==> config.mk <==
export PLATFORM = sky130hd
export DESIGN_NAME = alu_issue_stage
export DESIGN_NICKNAME = d
export VERILOG_FILES = /design/src/rtl/alu_issue_stage.sv
export SDC_FILE = /design/constraint.sdc
export NUM_CORES = 1
export LEC_CHECK = 0
export CORE_ASPECT_RATIO = 0.5
export CORE_MARGIN = 1.5
export CORE_UTILIZATION = 51
export DETAILED_ROUTE_END_ITERATION = 8
export PLACE_DENSITY = 0.91
export SLEW_MARGIN = 0
export SYNTH_ARGS = -nofsm -noshare
export SYNTH_HDL_FRONTEND = slang
export SYNTH_SLANG_ARGS = --single-unit
==> constraint.sdc <==
create_clock -name clk -period 5.15 [get_ports clk]
set_input_delay 1.03 -clock clk [delete_from_list [all_inputs] [get_ports clk]]
set_output_delay 1.03 -clock clk [all_outputs]
set_load 0.005 [all_outputs]
run_1/pinout.png
Bar = 50 um. Pins as bars across the die edge, other pins in grey.
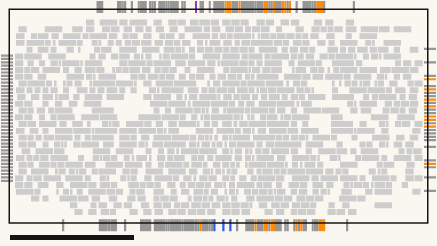
[illegal] purple | pins: 1 | direction: output | edge: top
[imm] orange | pins: 32 | direction: input | edge: 13 top, 11 bottom, 8 right
[funct3] blue | pins: 3 | direction: input | edge: bottom
all pins by edge: 76 top, 76 bottom, 38 left, 27 right
Die Height: 85.30 um
port bufs: 216
Die Width: 167.6 um

run_1/gates.png
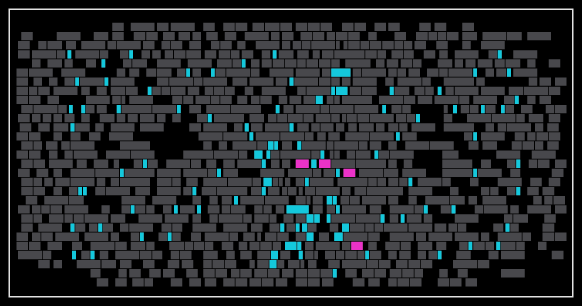
[mux cells] magenta | cells: 4 | most used: mux2i_1 | where: centre
[nor cells] cyan | cells: 99 | most used: nor2_1 | where: spread over the die
logic share of the area: 38.02%
Non-Filler Instances: 1055
Top cell excl fill/tap: clkdlybuf4s50_1

run_1/route_heat.png
The die is cut into 34 by 17 equal tiles; white is low, dark blue is high, scaled to the fullest tile. Values are wire area over tile area, all layers added.
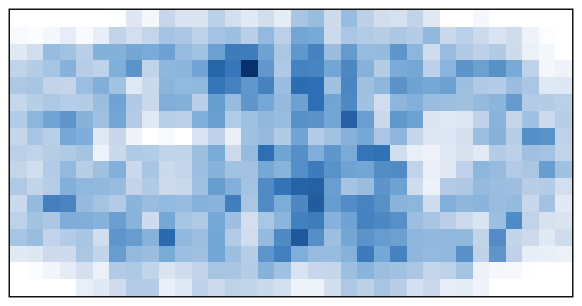
mean over tiles: 0.22
nearly empty tiles: 5.9%
fullest tile: 0.63
GRT Total Usage: 27.67%
DR WL/cell: 18.96 um
vias after detailed routing: 6573

run_1/closeup.png
Bar = 5 um. Region (74, 50) to (94, 70) um. Cells in grey, sequential cells in the stronger grey; small squares are vias.
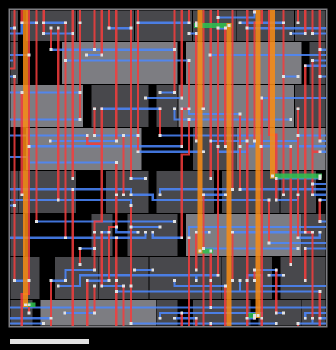
[M1] blue
[M3] green
[M2] red
[M4] orange
sequential cells in the window: 8
most frequent: clkdlybuf4s50_1 (10), dfxtp_1 (8), nand4b_1 (4)
cells with their middle in the window: 34

==> results.json <==
{
  "outcome": "completed",
  "r2r_slack_ns": 2.74,
  "n_antenna_cell": 0,
  "worst_slack_ns": 1.981,
  "cap_violations": 0,
  "buffers": 229,
  "grt_max_degree": 137,
  "skew_ns": 0.009740,
  "cp_top_family": "simple AND/OR/NAND/NOR gates",
  "antenna_found_initial": 0,
  "comb_area_um2": 3659,
  "n_fill_cell": 925,
  "critPathCaptureType": "flop",
  "area_share_nonclk_buffers_pct": 23.72,
  "yosysTopAreaCell": "dfxtp_1",
  "grt_overflow": 0,
  "vdd_drop_max_v": 0.0001776,
  "nClkBuffers": 20,
  "yosys_warnings": 0,
  "drc": 0,
  "area_leaders": "dfxtp_1 42%, o211ai_2 11%, a211oi_1 8.0%, nand4b_1 8.0%, nand3b_1 7.2%",
  "max_freq_mhz": 315.5,
  "grt_pass1_wl_mm": 32.22,
  "comb_cells": 477,
  "finalHoldViolations": 0,
  "yosys.area_share.xor_xnor_pct": 0.1268,
  "rsz0062_at_grt": "no",
  "worst_pin_slew_ns": 0.8969,
  "h-tree-depth": 4,
  "reg2reg_depth": 4,
  "seq_area_um2": 2904,
  "ios": 217,
  "lay_top_cells": "215 x clkdlybuf4s50_1, 144 x dfxtp_1, 81 x nor2_1, 74 x a211oi_1, 66 x nand3b_1",
  "ys_ff": 145,
  "inv_count": 2,
  "synthesis.area_um2": 6908,
  "fin_crit_sh_pct": 61.54,
  "power_density_nw_per_um2": 268.1,
  "clkCellAreaFrac_pct": 5.787,
  "layout-drive-gt1-share_pct": 12.99,
  "synth_cells": 706,
  "slowest_stage": "nor3b_4",
  "yosys_area_um2": 6908,
  "required_ns": 5.46,
  "final_nets": 1016,
  "cp.depth": 6,
  "grt_pass1_vias": 6608,
  "post_cts_buffers": 0,
  "largest_reg_flops": 71,
  "seq_share_pct": 30.18,
  "cp.buffers_inverters": 2,
  "ys_types": 41,
  "std_cell_rows": 29,
  "clkSinkCount": 145,
  "cts_hold_buf": 0,
  "clockBufferDepth": 2,
  "dp_hpwl_mm": 12.38,
  "whs_ns": 0.4601,
  "avgSynthCellArea_um2": 9.785,
  "finalSetupTns_ns": 0,
  "warnings": 30,
  "synthAoiAreaFrac_pct": 28.36,
  "cts-root-buf": "clkbuf_16",
  "slew_headroom_pct": 40.01,
  "hp-class": "flop to flop",
  "drt_iter0_drc": 523,
  "total_leakage_power_nw": 3.140,
  "hold-path-cell-count": 2,
  "maxSlewViolCount": 0,
  "min_period_ns": 3.169,
  "fa_ha_area_share_pct": 0,
  "numCtsBuffers": 17,
  "dieArea_um2": 14290,
  "simple_gate_share_pct": 23.40,
  "cts_tree": "yes",
  "crit_type": "primary input to flop",
  "yosys.stat.seqShare_pct": 42.02,
  "crit_path_start_kind": "primary input",
  "clk_pin_slew_worst_paths_ns": 0.06,
  "taps": 170,
  "mux_share_pct": 0.5977,
  "top_area_share_pct": 42.02,
  "crit_fanout": 19,
  "max_stage_delay_ns": 0.65,
  "place_congestion": 0.8897,
  "area_dominant_class": "multi-input combinational cells",
  "clkLatencyLatePin_ns": 0.41,
  "path_cells": "clkdlybuf4s50_1, nand4bb_1, nor3b_4, buf_4, a22oi_1, a211oi_1",
  "syn-num-nets": 850,
  "dr.pass1.iters": 6,
  "routed_wl_mm": 20.00,
  "post-place-ws_ns": 1.579,
  "areaGrowthSynthToFinish_pct": 39.29,
  "drtAntennaViolNets": 0
}
==> run 1: per-layer routing <==
metal  wire [um]  GRT usage (%)  part of all wire, %  up-vias
met5           0              0                    0        -
met1        8649          33.03                   43     3238
met4         544          12.20                  2.7        0
met2        9984          49.92                   50      220
met3         819          4.291                  4.1       47
li1            -              -                    -     3068
==> run 1: Yosys cell counts (all sizes together) <==
cell type  instances
nor3               8
a21o               1
nand2              8
a221oi             3
o32ai              1
nor3b              4
or3                3
a22oi             63
o211ai            63
xnor2              1
nand3b            66
clkbuf            59
and3b              2
nand2b             5
or4b               1
o32a               1
mux2i              3
or4                1
mux2               1
nor2b              5
a32oi              2
nand4bb            2
a21oi              6
nand3              2
o41ai              1
a211oi            74
nand4b            63
o31ai              1
dfxtp            145
inv                2
o21bai             1
nor2              81
a2111oi            3
nor4               1
buf               23
==> run 1: cells by family (layout without fill, tap and decap cells) <==
family	Yosys count	count (layout)
and+or+nand+nor	252	252
AOI/OAI and AO/OA	220	220
xor gates and xnor gates	1	1
buffers and inverters	84	263
DFF	145	145
muxes	4	4
==> run 1: where the power goes <==
group	switching [mW]	total, mW	internal [mW]
sequential	0.00824	1.14	1.14
clock	0.488	1.17	0.678
combinational	0.117	0.268	0.151
==> run 1: per-stage QoR <==
step                      cells  utilization, %  area, um2
after floorplan             706               -       6908
after global placement     1023           69.98       9065
after detailed placement   1023           69.98       9065
after CTS                  1055           74.28       9622
after global routing       1055           74.28       9622
final                      1055           74.28       9622
==> run 1: worst reg2reg max path: stages (launching register included) <==
cell,delay [ns]
dfxtp_2,0.34
buf_4,0.67
or3_4,0.82
buf_12,0.31
o211ai_2,0.13
Power and IR drop assume default switching activity.
